layer_met1.png
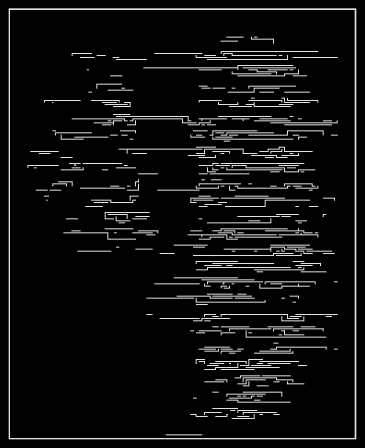
layer_met2.png
Scale bar: 20 um.
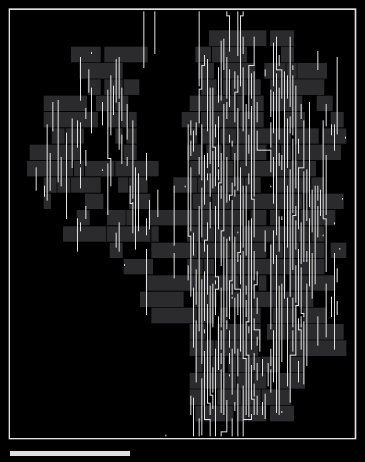
layer_met3.png
Scale bar: 20 um.
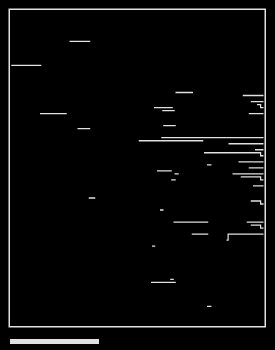
layer_met4.png
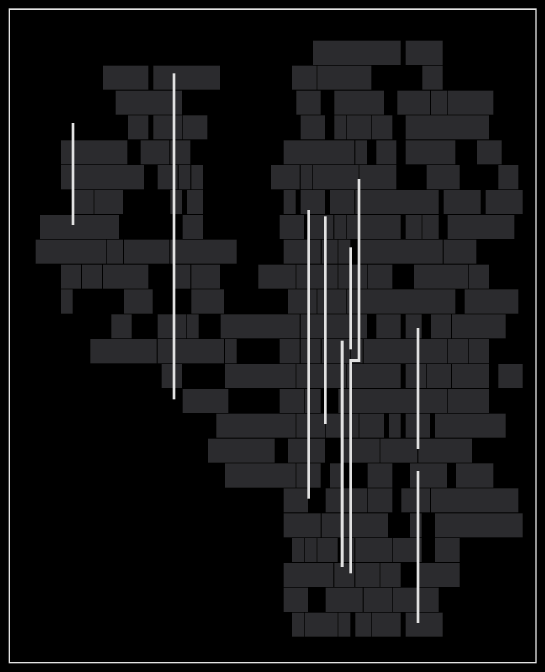
congestion.png
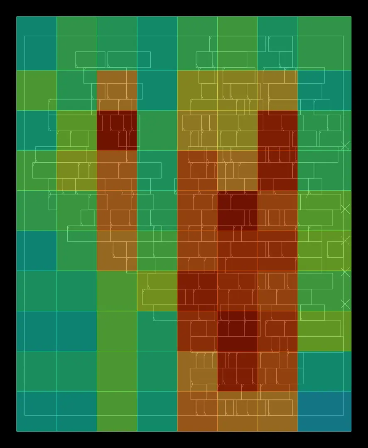
<file path="src/rtl/multicycle_control.sv">
//------------------------------------------------------------------------------
// multicycle_control: main control FSM for the multicycle MIPS datapath with
// memory stall handshake and timeout abort. Optional: MULTICYCLE_PERF_CNT_EN.
// Revision: 1.0
//------------------------------------------------------------------------------
`default_nettype none

module multicycle_control #(
  parameter int MEM_TIMEOUT = 255
) (
  input  logic       clk,
  input  logic       reset,
  input  logic [5:0] opcode,
  input  logic       zero,
  input  logic       mem_ready,
  output logic       mem_req,
  output logic       mem_we,
  output logic       i_or_d,
  output logic       ir_write,
  output logic       pc_write,
  output logic [1:0] pc_source,
  output logic       alu_src_a,
  output logic [1:0] alu_src_b,
  output logic [2:0] alu_op,
  output logic       reg_dst,
  output logic       mem_to_reg,
  output logic       reg_write,
  output logic       instr_done,
  output logic       illegal_op,
  output logic       mem_timeout,
  output logic [3:0] state
`ifdef MULTICYCLE_PERF_CNT_EN
  ,
  output logic [31:0] cycle_cnt,
  output logic [31:0] instr_cnt
`endif
);

  localparam logic [3:0] S_FETCH    = 4'd0;
  localparam logic [3:0] S_DECODE   = 4'd1;
  localparam logic [3:0] S_EXEC_R   = 4'd2;
  localparam logic [3:0] S_R_WB     = 4'd3;
  localparam logic [3:0] S_EXEC_I   = 4'd4;
  localparam logic [3:0] S_I_WB     = 4'd5;
  localparam logic [3:0] S_MEM_ADDR = 4'd6;
  localparam logic [3:0] S_MEM_RD   = 4'd7;
  localparam logic [3:0] S_LW_WB    = 4'd8;
  localparam logic [3:0] S_MEM_WR   = 4'd9;
  localparam logic [3:0] S_BRANCH   = 4'd10;
  localparam logic [3:0] S_JUMP     = 4'd11;

  localparam logic [5:0] OP_RTYPE = 6'b000000;
  localparam logic [5:0] OP_ADDI  = 6'b001000;
  localparam logic [5:0] OP_ORI   = 6'b001101;
  localparam logic [5:0] OP_ANDI  = 6'b001100;
  localparam logic [5:0] OP_LW    = 6'b100011;
  localparam logic [5:0] OP_SW    = 6'b101011;
  localparam logic [5:0] OP_BEQ   = 6'b000100;
  localparam logic [5:0] OP_BNE   = 6'b000101;
  localparam logic [5:0] OP_J     = 6'b000010;

  localparam logic [2:0] ALU_ADD = 3'b100;
  localparam logic [2:0] ALU_OR  = 3'b101;
  localparam logic [2:0] ALU_AND = 3'b110;
  localparam logic [2:0] ALU_SUB = 3'b001;
  localparam logic [2:0] ALU_FN  = 3'b111;

  localparam int              TMO_W     = (MEM_TIMEOUT > 0) ? $clog2(MEM_TIMEOUT + 1) : 1;
  localparam bit              TMO_EN    = (MEM_TIMEOUT > 0);
  localparam logic [TMO_W-1:0] TMO_LIMIT = TMO_W'(MEM_TIMEOUT);

  logic [3:0]       cur_state;
  logic [3:0]       nxt_state;
  logic [TMO_W-1:0] tmo_cnt;
  logic             mem_phase;
  logic             tmo_hit;
  logic             op_legal;

  assign mem_phase = (cur_state == S_FETCH) || (cur_state == S_MEM_RD) || (cur_state == S_MEM_WR);
  // mem_ready takes priority over an expiring timeout
  assign tmo_hit   = TMO_EN && mem_phase && !mem_ready && (tmo_cnt == TMO_LIMIT);
  assign op_legal  = opcode inside {OP_RTYPE, OP_ADDI, OP_ORI, OP_ANDI, OP_LW, OP_SW,
                                    OP_BEQ, OP_BNE, OP_J};
  assign state     = cur_state;

  always_ff @(posedge clk) begin
    if (reset) cur_state <= S_FETCH;
    else       cur_state <= nxt_state;
  end

  always_ff @(posedge clk) begin
    if (reset || !TMO_EN || !mem_phase || mem_ready || tmo_hit || (nxt_state != cur_state))
      tmo_cnt <= '0;
    else
      tmo_cnt <= tmo_cnt + TMO_W'(1);
  end

  always_comb begin
    nxt_state = cur_state;
    case (cur_state)
      S_FETCH: begin
        if (mem_ready)    nxt_state = S_DECODE;
        else if (tmo_hit) nxt_state = S_FETCH;
      end
      S_DECODE: begin
        case (opcode)
          OP_RTYPE:                nxt_state = S_EXEC_R;
          OP_ADDI, OP_ORI, OP_ANDI: nxt_state = S_EXEC_I;
          OP_LW, OP_SW:            nxt_state = S_MEM_ADDR;
          OP_BEQ, OP_BNE:          nxt_state = S_BRANCH;
          OP_J:                    nxt_state = S_JUMP;
          default:                 nxt_state = S_FETCH;
        endcase
      end
      S_EXEC_R:   nxt_state = S_R_WB;
      S_R_WB:     nxt_state = S_FETCH;
      S_EXEC_I:   nxt_state = S_I_WB;
      S_I_WB:     nxt_state = S_FETCH;
      S_MEM_ADDR: nxt_state = (opcode == OP_SW) ? S_MEM_WR : S_MEM_RD;
      S_MEM_RD: begin
        if (mem_ready)    nxt_state = S_LW_WB;
        else if (tmo_hit) nxt_state = S_FETCH;
      end
      S_LW_WB:    nxt_state = S_FETCH;
      S_MEM_WR: begin
        if (mem_ready || tmo_hit) nxt_state = S_FETCH;
      end
      S_BRANCH:   nxt_state = S_FETCH;
      S_JUMP:     nxt_state = S_FETCH;
      default:    nxt_state = S_FETCH;
    endcase
  end

  // Outputs are forced to their idle values while reset is held
  always_comb begin
    mem_req     = 1'b0;
    mem_we      = 1'b0;
    i_or_d      = 1'b0;
    ir_write    = 1'b0;
    pc_write    = 1'b0;
    pc_source   = 2'd0;
    alu_src_a   = 1'b0;
    alu_src_b   = 2'd0;
    alu_op      = ALU_ADD;
    reg_dst     = 1'b0;
    mem_to_reg  = 1'b0;
    reg_write   = 1'b0;
    instr_done  = 1'b0;
    illegal_op  = 1'b0;
    mem_timeout = 1'b0;
    if (!reset) begin
      mem_timeout = tmo_hit;
      case (cur_state)
        S_FETCH: begin
          mem_req   = 1'b1;
          alu_src_b = 2'd1;
          ir_write  = mem_ready;
          pc_write  = mem_ready;
        end
        S_DECODE: begin
          alu_src_b  = 2'd3;
          illegal_op = !op_legal;
        end
        S_EXEC_R: begin
          alu_src_a = 1'b1;
          alu_op    = ALU_FN;
        end
        S_R_WB: begin
          reg_dst    = 1'b1;
          reg_write  = 1'b1;
          instr_done = 1'b1;
        end
        S_EXEC_I: begin
          alu_src_a = 1'b1;
          alu_src_b = 2'd2;
          if (opcode == OP_ORI)       alu_op = ALU_OR;
          else if (opcode == OP_ANDI) alu_op = ALU_AND;
        end
        S_I_WB: begin
          reg_write  = 1'b1;
          instr_done = 1'b1;
        end
        S_MEM_ADDR: begin
          alu_src_a = 1'b1;
          alu_src_b = 2'd2;
        end
        S_MEM_RD: begin
          mem_req = 1'b1;
          i_or_d  = 1'b1;
        end
        S_LW_WB: begin
          mem_to_reg = 1'b1;
          reg_write  = 1'b1;
          instr_done = 1'b1;
        end
        S_MEM_WR: begin
          mem_req    = 1'b1;
          mem_we     = 1'b1;
          i_or_d     = 1'b1;
          instr_done = mem_ready;
        end
        S_BRANCH: begin
          alu_src_a  = 1'b1;
          alu_op     = ALU_SUB;
          pc_source  = 2'd1;
          pc_write   = (opcode == OP_BNE) ? !zero : zero;
          instr_done = 1'b1;
        end
        S_JUMP: begin
          pc_source  = 2'd2;
          pc_write   = 1'b1;
          instr_done = 1'b1;
        end
        default: ;
      endcase
    end
  end

`ifdef MULTICYCLE_PERF_CNT_EN
  always_ff @(posedge clk) begin
    if (reset) begin
      cycle_cnt <= 32'd0;
      instr_cnt <= 32'd0;
    end else begin
      cycle_cnt <= cycle_cnt + 32'd1;
      if (instr_done) instr_cnt <= instr_cnt + 32'd1;
    end
  end
`endif

endmodule

`default_nettype wire

</file>
<file path="config.mk">
export PLATFORM = sky130hd
export DESIGN_NAME = multicycle_control
export DESIGN_NICKNAME = d
export VERILOG_FILES = /design/src/rtl/multicycle_control.sv
export SDC_FILE = /design/constraint.sdc
export NUM_CORES = 1
export LEC_CHECK = 0
export CAP_MARGIN = 15
export CORE_ASPECT_RATIO = 1.25
export CORE_UTILIZATION = 26
export DETAILED_ROUTE_END_ITERATION = 16
export DONT_BUFFER_PORTS = 1
export PLACE_DENSITY = 0.5
export SETUP_SLACK_MARGIN = 0.5
export SYNTH_ARGS = -nofsm -noshare
export SYNTH_HDL_FRONTEND = slang
export SYNTH_SLANG_ARGS = --single-unit
</file>
<file path="constraint.sdc">
create_clock -name clk -period 2.84 [get_ports clk]
set_input_delay 0.852 -clock clk [delete_from_list [all_inputs] [get_ports clk]]
set_output_delay 0.852 -clock clk [all_outputs]
set_load 0.02 [all_outputs]
</file>
==> flow_summary.json <==
{
  "outcome": "finished with violations",
  "violations": "DRC, setup timing",
  "antenna_found_initial": 0,
  "switchingPower_mw": 0.1419,
  "ys_sh_aoi_pct": 21.28,
  "layout.nets": 181,
  "register_area_um2": 255.2,
  "highest-signal-layer": "met4",
  "final.period_utilization_pct": 101.2,
  "skew_ps": 1.503,
  "setup_slack_ps": -32.88,
  "logic_area_um2": 985.9,
  "num_io_pins": 33,
  "async_flop_share_pct": 0,
  "cp.required_ps": 1990,
  "viasPerCell": 5.755,
  "cpLargestDelayFamily": "AND-OR/OR-AND gates",
  "cp_slowest_cell": "or3_4",
  "h-tree-depth": 1,
  "drt-met1-wl_um": 1433,
  "ys.flop_type": "dfxtp_1",
  "cpPeakStageDelay_ps": 390,
  "top_cells_by_area": "dfxtp_1 24%, nor2_1 6.8%, nor2_2 5.0%",
  "switching_share_pct": 28.06,
  "dieArea_mm2": 0.004098,
  "drt-initial-drc-count": 93,
  "endpoint_kind": "output port",
  "dr_wl_met2_um": 1963,
  "setup_viol": 1,
  "cp.depth": 5,
  "ys_sh_adder_pct": 1.252,
  "p_leak_nw": 0.6731,
  "p_int_mw": 0.3638,
  "grt_pass1_wl_um": 5409,
  "comb_share_pct": 53.32,
  "signal_buffers": 38,
  "critPathLaunchType": "input port",
  "ys_sh_xor_pct": 6.133,
  "tns_ps": -32.88,
  "core_area_mm2": 0.003573,
  "ff_count": 12,
  "ys_top_logic_family": "simple AND/OR/NAND/NOR gates",
  "crit_chain": "or3_4, o31a_1, o311ai_2, a211oi_2, buf_4",
  "seq_share_pct": 13.80,
  "place_inst": 180,
  "placementRows": 24,
  "drv_slew": 0,
  "startpoint": "opcode[3]",
  "cts-root-buf": "clkbuf_8",
  "synthCells": 134,
  "cts_resized": 25,
  "post_cts.repair.setup_buffers": 8,
  "rsz0062_at_grt": "true",
  "num_tap_cells": 39,
  "fp_util_pct": 27.98,
  "drt_drc_violations_left": 5,
  "dominant_cells": "multi-input combinational cells",
  "power_mw": 0.5057,
  "seq_power_share_pct": 34.8
}
## Picture notes: layer_met1.png
- share of all routed wire: 38%
- wire length on this layer: 1,430 um
- nets with wire on the layer: 161
- longest straight run: 16.1 um
- main direction: horizontal
Routed WL: 3774 um
detailed-route via count: 1,197
M1 GR Usage: 18.97%

## Picture notes: layer_met2.png
- main direction: vertical
- share of all routed wire: 52%
- wire length on this layer: 1,960 um
- longest straight run: 37.7 um
- nets with wire on the layer: 158
met2 GRT Util: 28.29%

## Picture notes: layer_met3.png
- nets with wire on the layer: 27
- wire length on this layer: 170 um
- longest straight run: 22.8 um
- share of all routed wire: 4.5%
- main direction: horizontal
global routing usage on met3: 2.708%

## Picture notes: layer_met4.png
- share of all routed wire: 5.5%
- wire length on this layer: 208 um
- longest straight run: 35.4 um
- nets with wire on the layer: 9

## Picture notes: congestion.png
GRT busiest layer: met2
Final Util: 51.75%
total track usage: 16.55%

==> through the flow <==
step / hold slack [ps] / util (%) / worst slack [ps]
4_1_cts: 448.2 / 43.94 / -27.51
2_1_floorplan: 427.6 / - / 52.46
3_3_place_gp: 437.7 / 34.98 / -51.43
3_5_place_dp: 455.2 / 34.98 / -55.94
5_1_grt: 451.0 / 51.75 / -73.61
6_report: 441.9 / 51.75 / -32.88
==> synthesized netlist by cell type (2+ instances only) <==
library cell and instances:
nor3_1 8, a211oi_1 2, or3_1 3, clkbuf_1 5, nand2b_1 4, nand2_1 7
nand3_1 4, dfxtp_1 12, nor4_1 4, nor2_1 18, o41ai_1 3, nor2b_1 3
a2bb2oi_1 2, mux2i_1 2, a21oi_1 4, or4_1 2, xor2_1 2, o22ai_1 2
xnor2_1 5, inv_1 8, nor2_2 8
